$ cat config.mk
export PLATFORM = sky130hd
export DESIGN_NAME = switch_fifo
export DESIGN_NICKNAME = d
export VERILOG_FILES = /design/src/rtl/switch_fifo.sv
export SDC_FILE = /design/constraint.sdc
export NUM_CORES = 1
export LEC_CHECK = 0
export ABC_AREA = 1
export CORE_MARGIN = 2
export CORE_UTILIZATION = 50
export DETAILED_ROUTE_END_ITERATION = 6
export GPL_TIMING_DRIVEN = 0
export HOLD_SLACK_MARGIN = 0.1
export PLACE_DENSITY = 0.67
export RECOVER_POWER = 100
export SETUP_SLACK_MARGIN = 0.5
export SYNTH_ARGS = -nofsm -noshare
export SYNTH_HDL_FRONTEND = slang
export SYNTH_SLANG_ARGS = --single-unit
$ cat constraint.sdc
create_clock -name clk -period 5.1 [get_ports clk]
set_input_delay 0.51 -clock clk [delete_from_list [all_inputs] [get_ports clk]]
set_output_delay 0.51 -clock clk [all_outputs]
set_load 0.02 [all_outputs]
$ cat src/rtl/switch_fifo.sv
// Synchronous single-clock FIFO with registered read data and occupancy flags.
// Optional sticky overflow/underflow flags are enabled by SWITCH_FIFO_ERR_FLAGS_EN.
module switch_fifo #(
  parameter int unsigned DATA_WIDTH = 8,
  parameter int unsigned DEPTH      = 16,
  parameter int unsigned AF_LEVEL   = DEPTH - 2,
  parameter int unsigned AE_LEVEL   = 2
) (
  input  logic                     clk,
  input  logic                     reset,
  input  logic                     wr_en,
  input  logic [DATA_WIDTH-1:0]    din,
  input  logic                     rd_en,
  output logic [DATA_WIDTH-1:0]    dout,
  output logic                     dout_valid,
  output logic                     full,
  output logic                     empty,
  output logic                     almost_full,
  output logic                     almost_empty,
  output logic [$clog2(DEPTH):0]   count,
  output logic                     overflow,
  output logic                     underflow
);

  localparam int unsigned AW = $clog2(DEPTH);
  localparam int unsigned CW = AW + 1;

  logic [DATA_WIDTH-1:0] mem [DEPTH];
  logic [AW-1:0]         wr_ptr_q, rd_ptr_q;
  logic [CW-1:0]         count_q, count_d;
  logic [DATA_WIDTH-1:0] dout_q;
  logic                  dout_valid_q;
  logic                  wr_acc, rd_acc;

  // Flags decode from the count register only, so they never glitch on input activity.
  assign full         = (count_q == CW'(DEPTH));
  assign empty        = (count_q == '0);
  assign almost_full  = (count_q >= CW'(AF_LEVEL));
  assign almost_empty = (count_q <= CW'(AE_LEVEL));
  assign count        = count_q;
  assign dout         = dout_q;
  assign dout_valid   = dout_valid_q;

  assign wr_acc = wr_en & ~full;
  assign rd_acc = rd_en & ~empty;

  always_comb begin
    count_d = count_q;
    case ({wr_acc, rd_acc})
      2'b10:   count_d = count_q + CW'(1);
      2'b01:   count_d = count_q - CW'(1);
      default: count_d = count_q;
    endcase
  end

  always_ff @(posedge clk or negedge reset) begin
    if (!reset) begin
      wr_ptr_q     <= '0;
      rd_ptr_q     <= '0;
      count_q      <= '0;
      dout_q       <= '0;
      dout_valid_q <= 1'b0;
    end else begin
      count_q      <= count_d;
      dout_valid_q <= rd_acc;
      if (wr_acc) wr_ptr_q <= wr_ptr_q + AW'(1);
      if (rd_acc) begin
        rd_ptr_q <= rd_ptr_q + AW'(1);
        dout_q   <= mem[rd_ptr_q];
      end
    end
  end

  // Storage is not reset; words behind the pointers are unreachable after reset.
  always_ff @(posedge clk) begin
    if (wr_acc) mem[wr_ptr_q] <= din;
  end

`ifdef SWITCH_FIFO_ERR_FLAGS_EN
  logic overflow_q, underflow_q;

  always_ff @(posedge clk or negedge reset) begin
    if (!reset) begin
      overflow_q  <= 1'b0;
      underflow_q <= 1'b0;
    end else begin
      if (wr_en && full)  overflow_q  <= 1'b1;
      if (rd_en && empty) underflow_q <= 1'b1;
    end
  end

  assign overflow  = overflow_q;
  assign underflow = underflow_q;
`else
  assign overflow  = 1'b0;
  assign underflow = 1'b0;
`endif

endmodule

Figure 1. Clock wiring as the flow saved it.
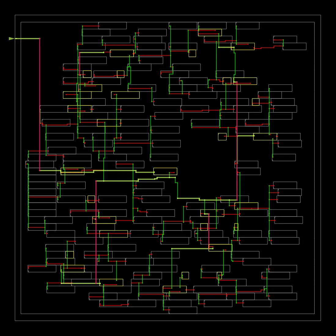
Seq cells: 150
CTS buffer count: 17
Clk. pwr: 1.27 mW

==> flow_metrics.py <==
# Auto-generated metrics
metrics = {
    "setup_path": {
        "required_ps": 5410,
        "reg2reg_from": "count[0]",
        "critPathMaxFanout": 11,
        "critPathKind": "flip-flop to flip-flop",
        "cp-startpoint": "count[0]",
        "reg2reg_depth": 15,
        "arrival_ps": 3310,
        "worstReg2RegEnd": "count[4]",
        "r2r_setup_slack_ps": 2100,
        "end_kind": "flip-flop",
    },
    "drt": {
        "ant_nets": 0,
        "wirelength_mm": 15.9,
        "via_per_inst": 5.14,
        "drt-pass1-iter-count": 5,
        "drtIter0Drc": 520,
        "vias": 4657,
        "drcViolationCount": 0,
        "wire_per_inst_um": 17.6,
    },
    "synth": {
        "synth_area_per_cell_um2": 10.0,
        "ys_top_logic_family": "simple AND/OR/NAND/NOR gates",
        "synth.distinct_cells": 25,
        "adder_share_pct": 1.98,
        "syn_area_mm2": 0.00670,
        "ys_async_sr_fraction_pct": 14.7,
        "edf_count": 128,
        "postSynthSeqShare_pct": 65.6,
        "ys_sh_simple_pct": 21.1,
        "synth-xor-area-share_pct": 1.18,
        "synthMuxAreaShare_pct": 0,
        "ys.flop_type": "edfxtp_1",
        "ys_sh_aoi_pct": 0.803,
        "synthCells": 668,
        "yosys_warnings": 0,
        "yosysCellCount": 668,
    },
    "final_timing": {
        "fmax_mhz": 333,
        "fin_skew_ps": 7.80,
        "rsz0062_at_grt": "false",
        "tightestPinTransition_ps": 1080,
        "drv_slew": 0,
        "hold_violations": 0,
        "min_period_over_period_pct": 58.8,
        "period_needed_ps": 3000,
        "max-slew-margin-rel_pct": 27.9,
        "hold-worst-slack_ps": 468,
    },
    "die": {
        "die_w_um": 120,
        "die_area_mm2": 0.0143,
        "io_pins": 32,
        "fp_util_pct": 51.0,
        "die_h_um": 120,
        "tap_cells": 176,
        "row_count": 42,
    },
    "min_path": {
        "min_from": "dout[6]",
        "min_to": "dout[6]",
    },
    "final_layout": {
        "n_fill_cell": 1087,
        "lay_top_cells": "nand2_1 (219), edfxtp_1 (128), inv_1 (116), nand3_1 (100), dlygate4sd3_1 (27)",
        "seq_share_pct": 56.3,
        "comb_share_pct": 21.6,
        "nets": 739,
        "clkCellAreaFrac_pct": 7.74,
        "clock_buffer_count": 17,
        "nNonClkInverters": 119,
        "mi_logic_area_mm2": 0.00169,
        "signal_buffers": 57,
        "buffer_area_share_pct": 5.85,
        "area_growth_pct": 16.5,
        "final_cells": 906,
        "design_area_mm2": 0.00781,
        "seq_area_mm2": 0.00439,
        "dominant_cells": "flip-flops and latches",
        "final_common_cell": "nand2_1",
        "diodes": 0,
    },
    "cts": {
        "cts_setup_buffers": 0,
        "cts.root.buffer_cell": "clkbuf_16",
        "insertion_delay_ps": 430,
        "cts.sinks": 150,
        "post_cts_resized": 0,
        "cts_hold_buf": 0,
        "clk_pin_slew_ps": 60,
        "clockBufferDepth": 2,
    },
    "job": {
        "warning_count": 29,
        "max_cap_violations": 0,
    },
    "place": {
        "numPortBuffers": 29,
        "placed_area_mm2": 0.00721,
        "place_hpwl_mm": 10.9,
        "gp_congestion": 0.925,
        "dp.cells": 874,
    },
    "power_and_ir_drop": {
        "sw_frac_of_total_pct": 37.7,
        "p_per_area_mw_per_mm2": 579,
        "switchingPower_mw": 1.70,
        "pwr-share-clk_pct": 28.2,
        "combPwrFrac_pct": 36.2,
        "leakage_nw": 3.48,
        "p_int_mw": 2.82,
        "p_total_mw": 4.52,
        "irDropWorstVdd_v": 0.000257,
        "pwr-share-seq_pct": 35.6,
    },
    "global_route": {
        "antenna_found_initial": 0,
        "grt_max_degree": 23,
        "track_usage_pct": 23.8,
        "overflow": 0,
    },
    "outcome": {
        "status": "completed",
    },
}
Figure 2. Met1 routing.
Supply wires on this layer in grey.
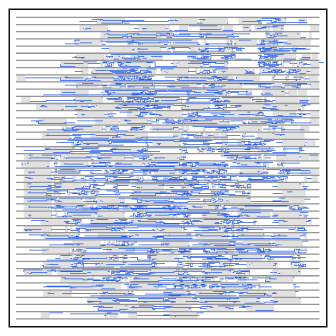
- wire length on this layer: 7080 µm
- nets with wire on the layer: 680
- share of all routed wire: 44%
- longest straight run: 45.5 µm
- main direction: horizontal

-- power groups by stage --
stage	Sequential (mW)	Combinational, mW	Clock [mW]
after floorplan	1.68	1.00	0
after global placement	1.63	1.60	0
after detailed placement	1.64	1.63	0
after CTS	1.61	1.64	1.29
after global routing	1.63	1.79	1.33
final	1.61	1.63	1.27
-- stage by stage --
stage | setup WS [ps] | utilization (%)
final | 2100 | 59.4
after global routing | 1770 | 59.4
after CTS | 2550 | 59.5
after detailed placement | 2290 | 54.9
after global placement | 2370 | 54.9
after floorplan | 2760 | -
-- flip-flops by register name (all words and copies together) (netlist names) --
name        count
count           5
dout            8
dout_valid      1
mem           128
rd_ptr_q        4
wr_ptr_q        4
-- cell usage after synthesis (2+ instances only) --
cell	instances	share of area [%]
a21oi_1	3	0.22
buf_2	16	1.2
buf_4	9	1.0
buf_6	2	0.34
clkinv_1	2	0.11
dfrtp_1	22	8.2
edfxtp_1	128	57
ha_1	9	1.7
inv_1	115	6.4
inv_2	2	0.11
nand2_1	218	12
nand3_1	100	7.5
nand4_1	2	0.19
nor2_1	19	1.1
o21ai_0	4	0.30
xnor2_1	2	0.26
xor2_1	7	0.92
-- worst max-delay path: stages (launching register included) --
cell	delay, ps
dfrtp_1	420
inv_1	110
nand4_1	140
nand2_1	240
inv_1	200
clkbuf_1	380
ha_1	380
inv_1	90
fa_1	400
inv_1	80
nand2_1	60
nand2_1	70
a21oi_1	70
xor2_1	140
nand2_1	60
nand2_1	50
-- layer usage --
layer  GRT usage [%]  share of wire [%]  vias to the layer above
met4            12.6                3.4                        0
met2            35.4                 46                      190
met3            4.94                6.4                       35
met5               0                  0                        -
li1                -                  -                     2236
met1            33.0                 44                     2196
No activity file was given, so power comes from the tool's default toggle rates.
